--- config.mk ---
export PLATFORM = sky130hd
export DESIGN_NAME = fifo_occ_monitor
export DESIGN_NICKNAME = d
export VERILOG_FILES = /design/src/rtl/dmb_rx_pkg.sv /design/src/rtl/fifo_occ_ch.sv /design/src/rtl/fifo_occ_monitor.sv
export SDC_FILE = /design/constraint.sdc
export NUM_CORES = 1
export LEC_CHECK = 0
export ABC_AREA = 1
export CAP_MARGIN = 20
export CORE_UTILIZATION = 58
export CTS_BUF_LIST = sky130_fd_sc_hd__clkbuf_4 sky130_fd_sc_hd__clkbuf_8
export DETAILED_ROUTE_END_ITERATION = 12
export PLACE_DENSITY_LB_ADDON = 0.05
export SLEW_MARGIN = 20
export SYNTH_ARGS = -nofsm -noshare
export SYNTH_HDL_FRONTEND = slang
export SYNTH_SLANG_ARGS = --single-unit
--- constraint.sdc ---
create_clock -name CLK -period 3.7 [get_ports CLK]
set_input_delay 0.37 -clock CLK [delete_from_list [all_inputs] [get_ports CLK]]
set_output_delay 0.37 -clock CLK [all_outputs]
set_load 0.01 [all_outputs]
--- src/rtl/dmb_rx_pkg.sv ---
// Shared definitions for the DMB receiver data path.
// Read-strobe interpretation modes and default occupancy thresholds.
package dmb_rx_pkg;

  localparam int RE_TRLE  = 0;
  localparam int RE_LEVEL = 1;

  localparam int AF_THRESH_DEF = 1020;
  localparam int AE_THRESH_DEF = 4;

  typedef struct packed {
    logic empty;
    logic afull;
    logic aempty;
    logic ovf;
    logic unf;
  } ch_flags_t;

endpackage

--- src/rtl/fifo_occ_ch.sv ---
// Single-channel FIFO word counter with threshold flags,
// peak watermark and sticky overflow/underflow errors.
module fifo_occ_ch
  import dmb_rx_pkg::*;
#(
  parameter int WIDTH     = 16,
  parameter int RE_MODE   = RE_TRLE,
  parameter int AF_THRESH = AF_THRESH_DEF,
  parameter int AE_THRESH = AE_THRESH_DEF
) (
  input  logic             clk_i,
  input  logic             rst_i,
  input  logic             we_i,
  input  logic             re_i,
  input  logic             full_i,
  input  logic             clr_i,
  output logic [WIDTH-1:0] count_o,
  output logic [WIDTH-1:0] peak_o,
  output ch_flags_t        flags_o
);

  localparam logic [WIDTH-1:0] AF_W = WIDTH'(AF_THRESH);
  localparam logic [WIDTH-1:0] AE_W = WIDTH'(AE_THRESH);

  logic             re_q;
  logic [WIDTH-1:0] cnt_q, cnt_d;
  logic [WIDTH-1:0] peak_q, peak_d;
  ch_flags_t        flg_q, flg_d;

  logic rd, wr, rda;

  always_comb begin
    rd  = (RE_MODE == RE_LEVEL) ? re_i : (~re_i & re_q);
    wr  = we_i & ~full_i & ~(&cnt_q);
    rda = rd & (|cnt_q);

    cnt_d = cnt_q;
    if (wr && !rda) begin
      cnt_d = cnt_q + 1'b1;
    end else if (rda && !wr) begin
      cnt_d = cnt_q - 1'b1;
    end

    // clear loads the live count so the watermark restarts from now
    if (clr_i) begin
      peak_d = cnt_d;
    end else if (cnt_d > peak_q) begin
      peak_d = cnt_d;
    end else begin
      peak_d = peak_q;
    end

    flg_d        = '0;
    flg_d.empty  = (cnt_d == '0);
    flg_d.afull  = (cnt_d >= AF_W);
    flg_d.aempty = (cnt_d <= AE_W);
    flg_d.ovf    = (flg_q.ovf & ~clr_i) | (we_i & ~wr);
    flg_d.unf    = (flg_q.unf & ~clr_i) | (rd & ~rda);
  end

  always_ff @(posedge clk_i) begin
    if (rst_i) begin
      re_q         <= 1'b0;
      cnt_q        <= '0;
      peak_q       <= '0;
      flg_q        <= '0;
      flg_q.empty  <= 1'b1;
      flg_q.aempty <= 1'b1;
    end else begin
      re_q   <= re_i;
      cnt_q  <= cnt_d;
      peak_q <= peak_d;
      flg_q  <= flg_d;
    end
  end

  assign count_o = cnt_q;
  assign peak_o  = peak_q;
  assign flags_o = flg_q;

endmodule

--- src/rtl/fifo_occ_monitor.sv ---
// Multi-channel FIFO occupancy tracker: one fifo_occ_ch
// per channel, results packed onto flat buses.
module fifo_occ_monitor
  import dmb_rx_pkg::*;
#(
  parameter int NCH       = 7,
  parameter int WIDTH     = 16,
  parameter int RE_MODE   = RE_TRLE,
  parameter int AF_THRESH = AF_THRESH_DEF,
  parameter int AE_THRESH = AE_THRESH_DEF
) (
  input  logic                 CLK,
  input  logic                 RST,
  input  logic [NCH-1:0]       WE,
  input  logic [NCH-1:0]       RE,
  input  logic [NCH-1:0]       FULL,
  input  logic                 CLR_STAT,
  output logic [NCH*WIDTH-1:0] COUNT,
  output logic [NCH-1:0]       EMPTY,
  output logic [NCH-1:0]       AFULL,
  output logic [NCH-1:0]       AEMPTY,
  output logic [NCH*WIDTH-1:0] PEAK,
  output logic [NCH-1:0]       OVF,
  output logic [NCH-1:0]       UNF
);

  ch_flags_t flags [NCH];

  for (genvar i = 0; i < NCH; i++) begin : g_ch
    fifo_occ_ch #(
      .WIDTH    (WIDTH),
      .RE_MODE  (RE_MODE),
      .AF_THRESH(AF_THRESH),
      .AE_THRESH(AE_THRESH)
    ) u_ch (
      .clk_i  (CLK),
      .rst_i  (RST),
      .we_i   (WE[i]),
      .re_i   (RE[i]),
      .full_i (FULL[i]),
      .clr_i  (CLR_STAT),
      .count_o(COUNT[i*WIDTH +: WIDTH]),
      .peak_o (PEAK[i*WIDTH +: WIDTH]),
      .flags_o(flags[i])
    );

    assign EMPTY[i]  = flags[i].empty;
    assign AFULL[i]  = flags[i].afull;
    assign AEMPTY[i] = flags[i].aempty;
    assign OVF[i]    = flags[i].ovf;
    assign UNF[i]    = flags[i].unf;
  end

endmodule
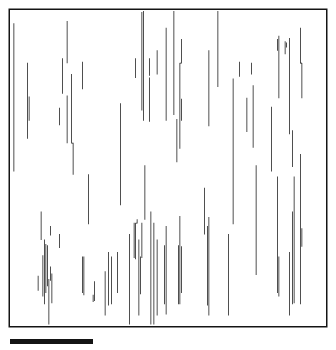
Figure 1: met4 routing.
Scale bar: 50 µm.
The layer carries 2,880 µm of wire. The layer holds 4.4% of the routed length. The wires run mostly vertical. 69 nets have wire on it.

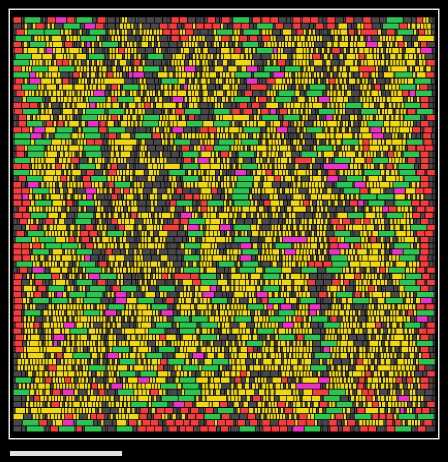
Figure 2: placement by cell class.
Scale bar: 50 µm. Fill, decap, tap and diode cells in gray.
remaining buffers and delay cells: in red, cells 399. registers: in green, cells 266. remaining logic cells: in yellow, cells 3,056. clock drivers and dummy loads: in magenta, cells 88.

==> Changelog: implementation <==
### Implementation results

* Total GRT Usage at 0.351
* RSZ-0062 raised after global routing: yes
* Post-Synth Adder-Cell Area at 0.0781
* Clock period minus worst slack at 3.49 ns
* Clk root buf: clkbuf_8
* Dominant comb cell: simple AND/OR/NAND/NOR gates
* Simple share at 0.442
* Cycle use final at 0.942
* Area leader, netlist: dfxtp_1
* CP endpoint: g_ch[4].u_ch.peak_o[6]
* Post-cts sizing count at 5
* Port bufs at 282
* Main area contributors: dfxtp_1, nand2_1, nor2_1
* DRC Markers at 0
* Antenna Diode Count at 0
* Headroom to the max-slew limit at 0.327
* Yosys stat cell total at 3,421
* Post-CTS setup buffers at 0
* Logic gate share of total power at 0.433
* Top-area cell type share of the netlist area at 0.258
* Final instance area at 25,700 µm²
* Post-synthesis cell area at 20,700 µm²
* Syn-to-layout area delta at 24.5%
* Fin. max-slew vios at 0
* Aoi share at 0.0771
* YS chip area at 20,700 µm²
* Post-Synth XOR/XNOR Area at 0.0369
* Fin util at 0.740
* Place WS at -0.181 ns
* Vias in the first global route at 21,207
* Min-delay src: RE[2]
* Reg2Reg Setup Slack at 0.21 ns
* Synthesized flop and latch total at 266
* P_sw at 0.00500 W
* Mapped Avg Cell Area at 6.04 µm²
* Peak supply drop at 389 µV
* Cell Area, Placed at 24,100 µm²
* Via count at 22,993
* Fin Hold WS at 0.283 ns
* Largest net degree at the start of global routing at 82
* Leakage Power at 12.6 nW
* Max-cap violations at 0
* DP HPWL at 48.8 mm
* Critical Path AT at 4.00 ns
* Crit path DRT at 4.22 ns
* DRT Wirelength at 65.3 mm
* Core area at 34,800 µm²
* Setup CP Type: flip-flop to flip-flop
* Total congestion overflow at 0
* Mapped Nets at 3,574
* Die W at 191 µm
* Routability cong. at 0.971
* Hold Crit Depth at 3
* Cell Pwr Density at 479 nW/µm²
* Commonest Layout Cell: nand2_1
* Fillers at 2,928
* Hold Path End: g_ch[2].u_ch.re_q
* Crit-path cells: inv_1, ha_1, nand2_1, nor2_2, nand2_1, nand2_4, buf_12, nand2_8, buf_4, nand2_1, nand2_1, inv_1, ha_1, nand2_1, o21ai_0, o21bai_1, nand2_1, o2111ai_1, a21oi_1, buf_4, nor2_1, nor2_1
* First element of the critical path: g_ch[4].u_ch.count_o[1]
* DR WL/cell at 15.3 µm
* CP max stage delay at 0.40 ns
* # IOs at 283
* Fp_density at 0.594
* CTS Hold Bufs at 0
* Final nets at 3,925
* Critical path endpoint category: flip-flop
* Clk network pwr share at 0.259
* CTS H-tree lvls at 2
* Critical path fanouts, max at 18
* HP Class: input port to flip-flop
* First-pass GRT wire length at 104 mm
* FF-to-FF path depth at 22
* Drt via density at 5.39
* CTS tree: yes
* Sw Share at 0.406
* Status: finished, final reports clean
* Sequential share of power at 0.308
* Chip height at 191 µm
* Clk latency late pin at 0.63 ns
* CTS Buffer Depth at 3
* Clk sink count at 266
* CP Launch Type: flip-flop
* Yosys warning count at 0
* Endpoints failing hold at 0
* Remaining antenna violation count after routing at 0
* Layout Cells excl Fill at 4,264
* Inserted Clock Buffers at 49
* Worst flop-to-flop path startpoint: g_ch[4].u_ch.count_o[1]
* Final setup fails at 0
* Initial DRT Pass Iterations at 6
* RR Endpoint: g_ch[4].u_ch.peak_o[6]
* Share of cells above drive strength 1 at 0.118
* DRT iter0 DRCs at 1,632
* Pin slew with the least headroom to its limit at 1.01 ns
* Max Fclk at 0.287 GHz
* Cells after DPL at 4,140
* Initial antenna violation count at 0
* Pwr Total at 0.0123 W
* Register share after synthesis at 0.258
* Int Pwr at 0.00732 W
* Mux area share at 0
* Crit-path slowest cell: dfxtp_1
* Chip area at 36,400 µm²
* Cell Rows at 68
* OpenROAD warning count at 37
* Worst-path clk slew at 0.06 ns
* Cells after synthesis at 3,421
* Synth cell types at 45
* Crit path top cell by count: nand2_1
* Final worst slack at 0.214 ns
* Most numerous logic cells after layout: nand2_1, nor2_1, inv_1
* Clk_skew at 0.0160 ns
* Setup TNS at 0 ns
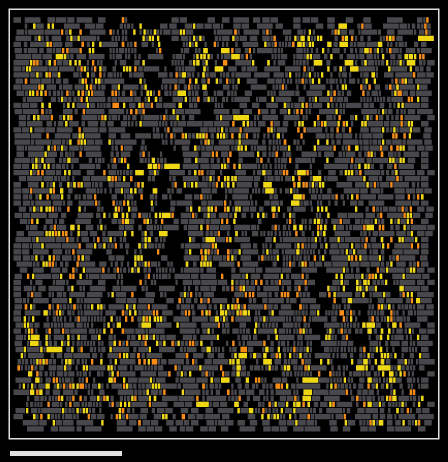
Figure 3: selected gate families.
Scale bar: 50 µm.
nor cells: in yellow, cells 717, where all over the die. inv cells: in orange, cells 429, where all over the die.

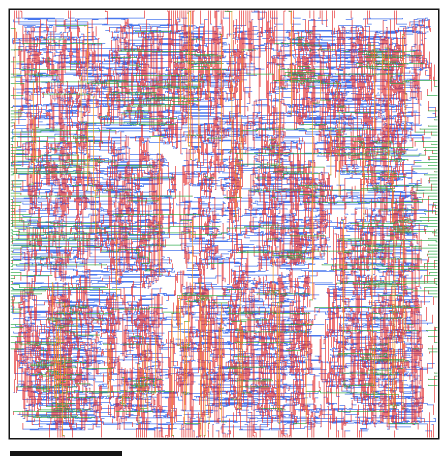
Figure 4: signal wires by layer.
Scale bar: 50 µm.
M2: in red, wire length 29.2 mm. M3: in green, wire length 5,600 µm. M1: in blue, wire length 27.6 mm. M4: in orange, wire length 2,880 µm.

==> layer usage <==
layer,vias up,wire (µm),track usage
met5,-,0,0
met4,0,2880,0.170
met3,178,5600,0.0611
met2,1006,29200,0.564
met1,10449,27600,0.451
li1,11360,-,-
==> flip-flops by register name, summed over array words and instances, names as in the netlist <==
signal	count
g_ch.u_ch.flags_o	35
g_ch.u_ch.re_q	7
g_ch.u_ch.peak_o	112
g_ch.u_ch.count_o	112
==> Yosys cell counts (all sizes together) <==
cell and n:
nor4 6, a21oi 116, nor3 36, nand3 201
xor2 80, o211ai 9, o2111ai 1, clkinv 3
nor2 673, buf 59, clkbuf 42, o21bai 2
a21o 2, ha 129, a211oi 6, o21ai 152
a21boi 4, xnor2 5, dfxtp 266, and3b 1
nand3b 11, nand4 40, nand2 1150, inv 426
and2 1
==> area by class of cell <==
cell class	count	area [µm²]	share of cell area
repair buffers	399	3790	0.147
well taps	455	569	0.0221
flip-flops and latches	266	5350	0.208
clock buffers	74	937	0.0364
clock inverters	14	155	0.00603
multi-input cells	2627	13300	0.516
inverters	429	1640	0.0636
==> critical path, delay by kind of cell, from the launching register on <==
family / cells / cell delay (ns)
AND/OR/NAND/NOR: 11 / 1.05
buffers and inverters: 5 / 0.80
AND-OR/OR-AND: 4 / 0.59
adder cells (fa/ha/maj): 2 / 0.49
flip-flops: 1 / 0.40
==> power by group through the flow <==
| stage | Sequential, W | Clock (W) | Combinational (W) |
|---|---|---|---|
| CTS | 0.00376 | 0.00323 | 0.00516 |
| floorplan | 0.00383 | 0 | 0.00316 |
| global placement | 0.00380 | 0 | 0.00495 |
| detailed placement | 0.00381 | 0 | 0.00511 |
| global route | 0.00383 | 0.00336 | 0.00597 |
| finish | 0.00379 | 0.00319 | 0.00533 |
No activity file was given, so power comes from the tool's default toggle rates.
